File: config.mk
export PLATFORM = sky130hd
export DESIGN_NAME = ac97_link
export DESIGN_NICKNAME = d
export VERILOG_FILES = /design/src/rtl/ac97_link.sv
export SDC_FILE = /design/constraint.sdc
export NUM_CORES = 1
export LEC_CHECK = 0
export CAP_MARGIN = 40
export CORE_ASPECT_RATIO = 0.9
export CORE_MARGIN = 4
export CORE_UTILIZATION = 54
export CTS_CLUSTER_SIZE = 24
export DETAILED_ROUTE_END_ITERATION = 10
export PLACE_DENSITY = 0.9
export SETUP_SLACK_MARGIN = 0.2
export SLEW_MARGIN = 20
export SYNTH_ARGS = -nofsm -noshare
export SYNTH_HDL_FRONTEND = slang
export SYNTH_SLANG_ARGS = --single-unit
File: constraint.sdc
create_clock -name clock -period 5.3 [get_ports clock]
set_input_delay 0.53 -clock clock [delete_from_list [all_inputs] [get_ports clock]]
set_output_delay 0.53 -clock clock [all_outputs]
set_load 0.02 [all_outputs]
File: src/rtl/ac97_link.sv
// AC'97 AC-link frame engine: drives SYNC/SDATA_OUT with tag, one register write and
// stereo PCM slots, and captures the codec's stereo PCM from SDATA_IN, all on BIT_CLK.
module ac97_link #(
    parameter int FRAME_BITS = 256,
    parameter int SYNC_BITS  = 16,
    parameter int SLOT_BITS  = 20
) (
    input  logic                 clock,
    input  logic                 reset_n,
    output logic                 sync,
    output logic                 sdata_out,
    input  logic                 sdata_in,
    input  logic [SLOT_BITS-1:0] tx_left,
    input  logic [SLOT_BITS-1:0] tx_right,
    output logic [SLOT_BITS-1:0] rx_left,
    output logic [SLOT_BITS-1:0] rx_right,
    output logic                 ready,
    output logic                 codec_ready,
    input  logic                 cmd_valid,
    input  logic [6:0]           cmd_addr,
    input  logic [15:0]          cmd_data,
    output logic                 cmd_ready
);
    localparam int CNT_W = $clog2(FRAME_BITS);
    localparam int IDX_W = $clog2(SLOT_BITS);

    typedef logic [CNT_W-1:0] cnt_t;

    localparam cnt_t LAST    = cnt_t'(FRAME_BITS - 1);
    localparam cnt_t TAG_END = cnt_t'(SYNC_BITS - 1);
    localparam cnt_t S1_END  = cnt_t'(SYNC_BITS + 1 * SLOT_BITS - 1);
    localparam cnt_t S2_END  = cnt_t'(SYNC_BITS + 2 * SLOT_BITS - 1);
    localparam cnt_t S3_END  = cnt_t'(SYNC_BITS + 3 * SLOT_BITS - 1);
    localparam cnt_t S4_END  = cnt_t'(SYNC_BITS + 4 * SLOT_BITS - 1);

    cnt_t                 bit_cnt;
    cnt_t                 next_cnt;
    cnt_t                 rx_idx;
    logic                 wrap;
    logic                 cmd_accept;
    logic                 pending;
    logic                 in_flight;
    logic [6:0]           pend_addr;
    logic [15:0]          pend_data;
    logic [6:0]           fl_addr;
    logic [15:0]          fl_data;
    logic [SLOT_BITS-1:0] shadow_l;
    logic [SLOT_BITS-1:0] shadow_r;
    logic [SYNC_BITS-1:0] rx_tag;
    logic [SLOT_BITS-1:0] rx_sl;
    logic [SLOT_BITS-1:0] rx_sr;
    logic                 tag_valid;
    logic [SLOT_BITS-1:0] slot_word;
    cnt_t                 slot_end;
    logic                 tx_bit;

    assign wrap       = (bit_cnt == LAST);
    assign next_cnt   = wrap ? '0 : bit_cnt + cnt_t'(1);
    // The codec launches on the same edge we sample, so the bit seen now is one behind.
    assign rx_idx     = bit_cnt - cnt_t'(1);
    assign cmd_ready  = reset_n & ~pending;
    assign cmd_accept = cmd_valid & cmd_ready;
    assign tag_valid  = rx_tag[SYNC_BITS-1] & rx_tag[SYNC_BITS-4] & rx_tag[SYNC_BITS-5];

    // Outputs are registered, so the bit for the next count is chosen one cycle early.
    // NOTE: every variable assigned in always_comb gets a default first so no latch is inferred.
    always_comb begin
        slot_word = '0;
        slot_end  = S4_END;
        tx_bit    = 1'b0;
        if (next_cnt <= S1_END) begin
            slot_word = in_flight ? {1'b0, fl_addr, {(SLOT_BITS - 8){1'b0}}} : '0;
            slot_end  = S1_END;
        end else if (next_cnt <= S2_END) begin
            slot_word = in_flight ? {fl_data, {(SLOT_BITS - 16){1'b0}}} : '0;
            slot_end  = S2_END;
        end else if (next_cnt <= S3_END) begin
            slot_word = shadow_l;
            slot_end  = S3_END;
        end else if (next_cnt <= S4_END) begin
            slot_word = shadow_r;
            slot_end  = S4_END;
        end
        if (next_cnt > TAG_END && next_cnt <= S4_END) begin
            tx_bit = slot_word[IDX_W'(slot_end - next_cnt)];
        end
        if (next_cnt <= TAG_END) begin
            tx_bit = (next_cnt == cnt_t'(0)) || (next_cnt == cnt_t'(3)) ||
                     (next_cnt == cnt_t'(4)) ||
                     (in_flight && (next_cnt == cnt_t'(1) || next_cnt == cnt_t'(2)));
        end
    end

    // NOTE: sequential state uses non-blocking assignments so every register sees pre-edge values.
    always_ff @(posedge clock) begin
        if (!reset_n) begin
            bit_cnt     <= LAST;
            sync        <= 1'b0;
            sdata_out   <= 1'b0;
            pending     <= 1'b0;
            in_flight   <= 1'b0;
            shadow_l    <= '0;
            shadow_r    <= '0;
            rx_tag      <= '0;
            rx_sl       <= '0;
            rx_sr       <= '0;
            rx_left     <= '0;
            rx_right    <= '0;
            ready       <= 1'b0;
            codec_ready <= 1'b0;
        end else begin
            bit_cnt   <= next_cnt;
            sync      <= (next_cnt <= TAG_END);
            sdata_out <= tx_bit;
            ready     <= 1'b0;

            if (cmd_accept) begin
                pending <= 1'b1;
            end else if (wrap) begin
                pending <= 1'b0;
            end

            if (rx_idx <= TAG_END) begin
                rx_tag <= {rx_tag[SYNC_BITS-2:0], sdata_in};
            end
            if (rx_idx > S2_END && rx_idx <= S3_END) begin
                rx_sl <= {rx_sl[SLOT_BITS-2:0], sdata_in};
            end
            if (rx_idx > S3_END && rx_idx <= S4_END) begin
                rx_sr <= {rx_sr[SLOT_BITS-2:0], sdata_in};
            end

            if (wrap) begin
                shadow_l    <= tx_left;
                shadow_r    <= tx_right;
                in_flight   <= pending;
                codec_ready <= rx_tag[SYNC_BITS-1];
                if (tag_valid) begin
                    rx_left  <= rx_sl;
                    rx_right <= rx_sr;
                    ready    <= 1'b1;
                end
            end
        end
    end

    // NOTE: command payload registers carry no reset; they are only observed while in_flight is set.
    always_ff @(posedge clock) begin
        if (cmd_accept) begin
            pend_addr <= cmd_addr;
            pend_data <= cmd_data;
        end
        if (wrap) begin
            fl_addr <= pend_addr;
            fl_data <= pend_data;
        end
    end

endmodule

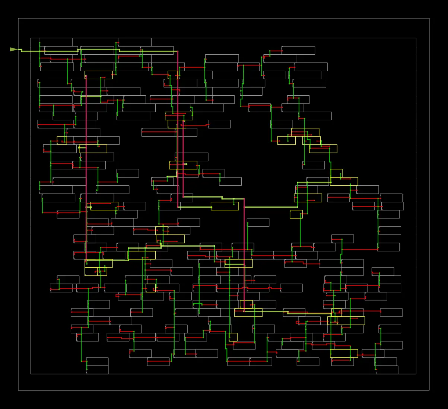
Run 1: clock routing
Clock Power: 1270 µW
Num CTS Buffers: 17
clk sinks: 196
final sequential cell count: 196

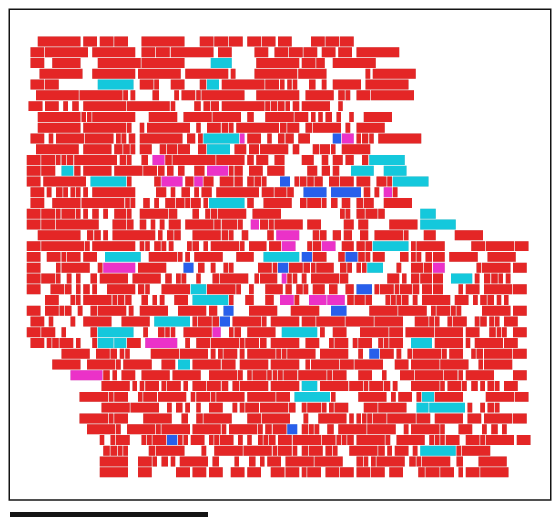
Run 1: cell sizes after repair
The bar under the picture is 50 µm long.
Key: magenta = _2 cells [cells 20, share 2.1%]; red = _0 and _1 cells [cells 872, share 93%]; cyan = _6 and larger [cells 34, share 3.6%]; blue = _3 and _4 cells [cells 15, share 1.6%]
fin area: 9799 µm²
Layout area overhead: 22.30%

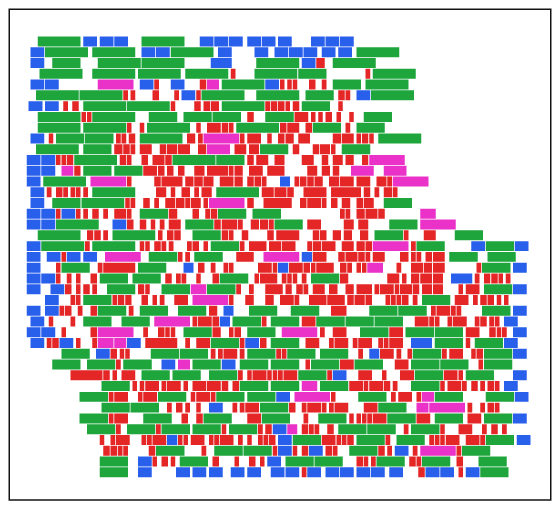
Run 1: placement by cell class
Key: magenta = clock drivers and dummy loads [cells 32]; green = sequential cells [cells 196]; blue = remaining buffers and delay cells [cells 122]; red = combinational and other logic [cells 591]
Core ar.: 14260 µm²
Seq area share: 44.74%
final core utilization: 68.71%

==> impl_metrics.toml, run 1 <==
# implementation run metrics
[critical_path]
crit_chain = "ha_1 > and2_1 > o2111ai_1 > a2111oi_1 > a31oi_4 > o21ai_1 > ha_1 > nand2b_1 > or4_1 > o32a_1 > o2111a_1 > a311oi_2"
crit_end = "sdata_out$_SDFF_PN0_"
required_ns = 5.65
worstSetupPathType = "flip-flop to flip-flop"

[run]
maxCapViolations = 0

[finish]
drive_above_1_share_pct = 7.333
final_common_cell = "nand2_1"
nClkBuffers = 17

[power_and_ir_drop]
pwr-share-seq_pct = 39.5
power_uw = 4674
power_switching_uw = 1758

[worst_hold_path]
min_path_cells = 0
hold_path_class = "flip-flop to flip-flop"

[die]
die_x_um = 136.4

[clock_network]
cts-root-buf = "clkbuf_16"

[logic_synthesis]
ys_area_um2 = 8013
ys_cells = 846

[sta]
tns_ns = 0

[global_route]
grt_pass1_wl_mm = 29.66
grt_usage_pct = 22.35

[detailed_routing]
wl_mm = 18.19
route.vias.total = 6357

[status]
status = "finished clean"
## run 1: Yosys cell counts (3+ instances only)
master,number
nand4_1,6
buf_4,5
nand2b_1,4
o211ai_1,3
mux2i_1,62
xnor2_1,5
xor2_1,5
nand3_2,3
a31oi_1,5
a311oi_1,3
clkbuf_1,37
ha_1,6
edfxtp_1,46
mux4_2,3
buf_1,3
buf_2,12
o21ai_0,11
dfxtp_1,150
inv_1,6
o21ai_1,4
nor2_1,83
nor4_1,4
a21oi_1,100
nand2_1,192
a211oi_1,4
nand3_1,12
and2_1,5
nor3_1,7
or4_1,7
## run 1: routing by layer
layer  GRT usage, %  vias up  share of wire, %
li1               -     3090                 -
met1          29.74     2982                43
met2          35.92      241                48
met3          4.923       44               6.7
met4          8.564        0               2.2
met5              0        -                 0
==> run 2, diff against run 1 <==
--- a/config.mk
+++ b/config.mk
@@ -8,10 +8,10 @@
 export CAP_MARGIN = 40
 export CORE_ASPECT_RATIO = 0.9
 export CORE_MARGIN = 4
-export CORE_UTILIZATION = 54
+export CORE_UTILIZATION = 49
 export CTS_CLUSTER_SIZE = 24
 export DETAILED_ROUTE_END_ITERATION = 10
-export PLACE_DENSITY = 0.9
+export PLACE_DENSITY = 0.87
 export SETUP_SLACK_MARGIN = 0.2
 export SLEW_MARGIN = 20
 export SYNTH_ARGS = -nofsm -noshare
==> constraint.sdc (replaced) <==
create_clock -name clock -period 3.6 [get_ports clock]
set_input_delay 0.36 -clock clock [delete_from_list [all_inputs] [get_ports clock]]
set_output_delay 0.36 -clock clock [all_outputs]
set_load 0.02 [all_outputs]
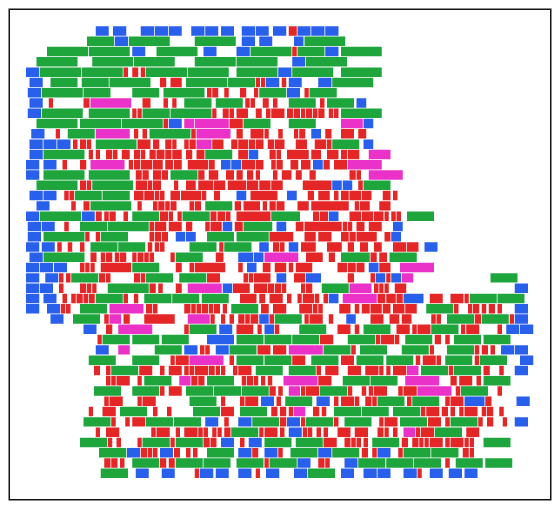
Run 2: placement by cell class
Key: red = combinational and other logic [cells 591]; green = sequential cells [cells 196]; magenta = clock drivers and dummy loads [cells 32]; blue = remaining buffers and delay cells [cells 149]
Seq area share: 43.28%
Core ar.: 16080 µm²
final core utilization: 63.12%

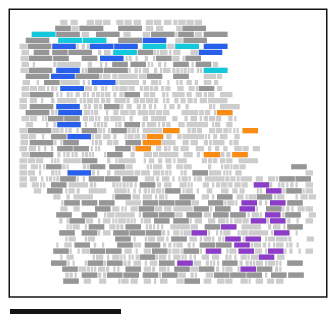
Run 2: where the registers sit
The bar under the picture is 50 µm long.
Key: orange = `bit_cnt` [placed flops 8, where center]; blue = `fl_data` [placed flops 16]; cyan = `fl_addr` [placed flops 7]; purple = `rx_sr` [placed flops 20, where south-east]
sequential power: 2670 µW
Register Area: 4392 µm²

==> run 2 against run 1 <==
  * Non-clock buffer count rose by 27
  * Sequential share of layout area shrank 1.5 points
  * Power grew 56%
  * Final area grew 3.5%
  * Die area increased by 9.6%
  * Count of clock-buffer cells in the layout stayed put
  * Global-route usage down 2.7 points
  * Hold slack about the same
  * Maximum frequency increased by 28%
  * Core utilization decreased by 5.6 points
  * Critical path depth did not move
  * Combinational power up 72%
  * Critical path type unchanged
  * Critical endpoint unchanged
==> impl_metrics.toml, run 2 <==
# implementation run metrics
[global_route]
grt_pass1_wl_mm = 29.33
grt_pass1_vias = 5962
use_met3_pct = 4.022
grt_usage_pct = 19.65
grtUsageMet1_pct = 27.20
grt_use_met2_pct = 30.94

[clock_network]
cts-root-buf = "clkbuf_16"
ctsHoldBuffers = 0
cts_made_buffers = 17

[finish]
drive_above_1_share_pct = 11.67
final_area_um2 = 10150
area_delta_synth_final_pct = 26.64

[power_and_ir_drop]
ir_worst_vdd_mv = 0.4873
pwr-share-seq_pct = 36.7
pg_clk_uw = 1920
power_switching_uw = 2667
power_uw = 7280

[logic_synthesis]
ys_area_um2 = 8013
top_cells_by_count = "192 x nand2_1, 150 x dfxtp_1, 100 x a21oi_1, 83 x nor2_1, 62 x mux2i_1"
ys_seq_share_pct = 54.72
ys_cells = 846
top_cell = "nand2_1"

[critical_path]
worstSetupPathType = "flip-flop to flip-flop"
required_ns = 3.96
crit_chain = "ha_4 > and2_4 > a21oi_1 > o32a_1 > and2_4 > o21ai_2 > ha_1 > nand2b_4 > or4_1 > o32a_1 > o2111a_1 > a311oi_2"

[detailed_routing]
wl_mm = 18.23
wl_met1_mm = 8.300
dr_wl_met2_mm = 8.569
highest_layer = "met4"

[worst_hold_path]
hold_path_class = "flip-flop to flip-flop"

[run]
maxCapViolations = 0

[sta]
tns_ns = 0

[status]
status = "finished clean"

[die]
die_x_um = 142.8
run 2: what timing repair did:
action | in CTS | in global routing
setup buffers | 0 | 7
endpoints found under the setup margin | 1 | 1
gates resized | 13 | 9
pin swaps | 1 | 4
run 2: worst paths after layout:
path	endpoint	depth (start not counted)	slack, ns
hold / removal	fl_data[8]$_DFFE_PP_	0	0.42
setup reg to reg	sdata_out$_SDFF_PN0_	12	0.26
hold reg to reg	fl_data[8]$_DFFE_PP_	0	0.42
setup / recovery	sdata_out$_SDFF_PN0_	12	0.26
run 2: area by class of cell:
class	instances	area, µm²	share of cell area (%)
Timing Repair Buffer	149	1431	14.11
Tap cell	207	259.0	2.552
Sequential cell	196	4392	43.28
Inverter	9	36.28	0.3576
Multi-Input combinational cell	582	3420	33.70
Clock buffer	17	425.4	4.192
Clock inverter	15	183.9	1.813
No activity file was given, so power comes from the tool's default toggle rates.
